$ cat src/rtl/mux_scan_ctrl.sv
// Scan sequencer for the 16:1 word/select mux. It captures a word and a channel mask,
// steps sel through the enabled channels in ascending order, counts the ones, and pulses done.
module mux_scan_ctrl #(
    parameter int WIDTH = 16,
    parameter int SEL_W = 4,
    parameter int CNT_W = 5
) (
    input  logic             clk,
    input  logic             rst_n,
    input  logic             start,
    input  logic [WIDTH-1:0] w,
    input  logic [WIDTH-1:0] mask,
    input  logic             hold,
    output logic [SEL_W-1:0] sel,
    output logic             f,
    output logic             f_valid,
    output logic             busy,
    output logic [CNT_W-1:0] ones,
    output logic             done,
    output logic [1:0]       state_dbg
);

    typedef enum logic [1:0] {
        IDLE = 2'd0,
        SCAN = 2'd1,
        DONE = 2'd2
    } state_t;

    state_t           state;
    logic [WIDTH-1:0] w_reg;
    logic [WIDTH-1:0] mask_reg;
    logic [SEL_W-1:0] first_sel;
    logic [SEL_W-1:0] next_sel;
    logic             next_found;

    // Lowest enabled channel of the incoming mask; the descending loop lets the lowest index win.
    always_comb begin
        first_sel = '0;
        for (int i = WIDTH - 1; i >= 0; i--) begin
            if (mask[i]) begin
                first_sel = SEL_W'(i);
            end
        end
    end

    // Lowest enabled channel strictly above sel. When no such channel exists, the scan is complete.
    always_comb begin
        next_sel   = sel;
        next_found = 1'b0;
        for (int i = WIDTH - 1; i >= 0; i--) begin
            if (mask_reg[i] && (i > int'(sel))) begin
                next_sel   = SEL_W'(i);
                next_found = 1'b1;
            end
        end
    end

    always_ff @(posedge clk) begin
        if (!rst_n) begin
            state    <= IDLE;
            sel      <= '0;
            ones     <= '0;
            w_reg    <= '0;
            mask_reg <= '0;
        end else begin
            case (state)
                IDLE, DONE: begin
                    if (start) begin
                        w_reg    <= w;
                        mask_reg <= mask;
                        ones     <= '0;
                        if (|mask) begin
                            sel   <= first_sel;
                            state <= SCAN;
                        end else begin
                            sel   <= '0;
                            state <= DONE;
                        end
                    end else begin
                        sel   <= '0;
                        state <= IDLE;
                    end
                end
                SCAN: begin
                    if (!hold) begin
                        ones <= ones + CNT_W'(f);
                        if (next_found) begin
                            sel <= next_sel;
                        end else begin
                            state <= DONE;
                        end
                    end
                end
                default: begin
                    state <= IDLE;
                end
            endcase
        end
    end

    // A sample is valid on every SCAN cycle that is not stalled.
    // f is forced to 0 whenever the FSM is outside SCAN.
    assign busy      = (state == SCAN);
    assign done      = (state == DONE);
    assign f         = busy & w_reg[sel];
    assign f_valid   = busy & ~hold;
    assign state_dbg = state;

endmodule

$ cat config.mk
export PLATFORM = sky130hd
export DESIGN_NAME = mux_scan_ctrl
export DESIGN_NICKNAME = d
export VERILOG_FILES = /design/src/rtl/mux_scan_ctrl.sv
export SDC_FILE = /design/constraint.sdc
export NUM_CORES = 1
export LEC_CHECK = 0
export ABC_AREA = 1
export CORE_ASPECT_RATIO = 1.1
export CORE_MARGIN = 2
export CORE_UTILIZATION = 53
export CTS_CLUSTER_SIZE = 8
export DETAILED_ROUTE_END_ITERATION = 10
export PLACE_DENSITY = 0.84
export SYNTH_ARGS = -nofsm -noshare
export SYNTH_HDL_FRONTEND = slang
export SYNTH_SLANG_ARGS = --single-unit
$ cat constraint.sdc
create_clock -name clk -period 4.7 [get_ports clk]
set_input_delay 1.175 -clock clk [delete_from_list [all_inputs] [get_ports clk]]
set_output_delay 1.175 -clock clk [all_outputs]
set_load 0.01 [all_outputs]
**M1 wires**

Supply wires on this layer in grey.
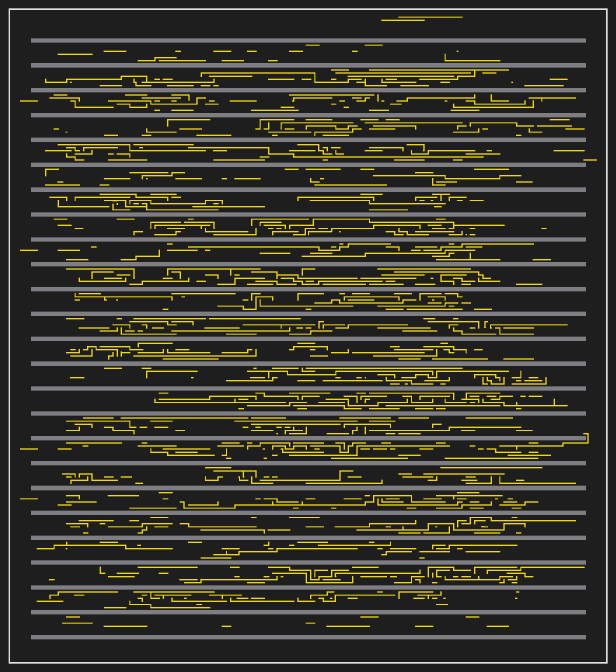
longest straight run: 20.7 um
main direction: horizontal
share of all routed wire: 45%
wire length on this layer: 2,500 um
Total Routed Length: 5574 um
via count: 2,262
met1 usage in global routing: 32.74%

==> impl_metrics.yaml <==
# implementation run metrics
finish:
  diodes: 0
  nets: 411
  layout_top_cells: "nand2_1 (58), nor2_1 (53), clkdlybuf4s50_1 (50)"
  post-route-util_pct: 70.42
  lay_top_count: "nand2_1"
  nMultiInputCombCells: 237
  fin_area_um2: 2791
  largest_register_ff_count: 16
  inv_count: 36
  nFillCells: 382
  top_area_cell_class: "logic gates"
  comb_area_um2: 1147
  area.share.sequential_pct: 30.12
critical_path:
  worstSetupStartpointType: "flip-flop"
  worstRegToRegCells: 13
  worstSetupPathType: "reg2out"
  critPathLaunch: "sel[0]"
  cp_slowest_cell: "clkdlybuf4s50_1"
  path_buffers: 2
  crit_chain: "inv_1 -> nor2_1 -> a22oi_1 -> nand3_1 -> nand3_1 -> a41oi_1 -> clkdlybuf4s50_1"
  critical_path.endpoint: "f"
  rrSetupSlack_ns: 2.25
  crit_fanout: 6
  max_stage_delay_ns: 0.59
detailed_routing:
  drtPass1Iterations: 4
  drc: 0
  drtIter0Drc: 180
placed_design:
  gp_congestion: 0.9316
  portBuffers: 50
  dpl.hpwl_um: 4083
power_and_ir_drop:
  p_leak_nw: 1.243
  power_w: 0.0008571
  seq-power_w: 0.000412
  clk-power_w: 0.000241
  power.switching_w: 0.0002624
  irDropWorstVdd_uv: 198.8
  p_comb_share_pct: 23.9
  p_int_w: 0.0005947
min_path:
  worstHoldPathType: "reg2reg"
  worstHoldPathCells: 2
logic_synthesis:
  synth_cells: 327
  synthDistinctLibCells: 37
  edf_count: 0
  post-synth-top-count-cell: "nand2_1"
  synth.top_cell.area_share_pct: 38.49
  syn-num-nets: 365
  common_cells: "nand2_1 (58), nor2_1 (54), dfxtp_1 (42)"
timing:
  period_minus_slack_ns: 3.548
  layout_setup_ws_ns: 1.152
  fmax_mhz: 281.9
  fin_skew_ns: 0.004850
  relSlewSlack_pct: 23.06
  tightestPinTransition_ns: 1.151
  final.setup.tns_ns: 0
  fin_crit_sh_pct: 75.49
floorplanning:
  io_pins: 51
  taps: 52
clock_network:
  clock_path_buffers: 2
  cts_buffers: 5
  clkTransAtPathRegs_ns: 0.08
  cts_hold_buf: 0
  cts_resized: 0
grt:
  grt_max_degree: 50
  grt_antenna_before_repair: 0
  grt_first_pass_wirelength_um: 9673
run_status:
  status: "complete, no violations"
job:
  cap_violations: 0
**Cells coloured by class**

Bar = 20 um. Fill, decap, tap and diode cells in grey.
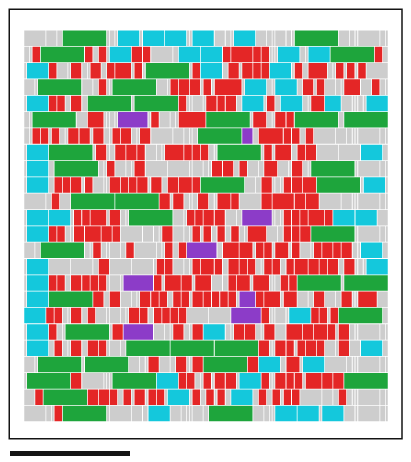
legend:
  all other logic:
    colour: red
    cells: 273
    share_of_their_area: 47%
  other buffers and delay cells:
    colour: cyan
    cells: 51
    share_of_their_area: 19%
  flops:
    colour: green
    cells: 42
    share_of_their_area: 31%
  clock drivers and dummy loads:
    colour: purple
    cells: 8
    share_of_their_area: 3.5%

-- logic make-up (layout without fill, tap and decap cells) --
| family | after synthesis | count (layout) | synth area share, % |
|---|---|---|---|
| AND/OR/NAND/NOR | 151 | 151 | 29.61 |
| AND-OR/OR-AND | 83 | 83 | 21.25 |
| buffers and inverters | 48 | 95 | 9.106 |
| flip-flops | 42 | 42 | 38.49 |
| adder cells (fa/ha/maj) | 2 | 2 | 1.145 |
| XOR/XNOR | 1 | 1 | 0.4010 |
-- routing by layer --
layer,wire length [um],global-route usage [%],up-vias
li1,-,-,1169
met1,2495,32.74,1019
met2,2701,44.44,62
met3,263,5.495,12
met4,113,9.954,0
met5,0,0,-
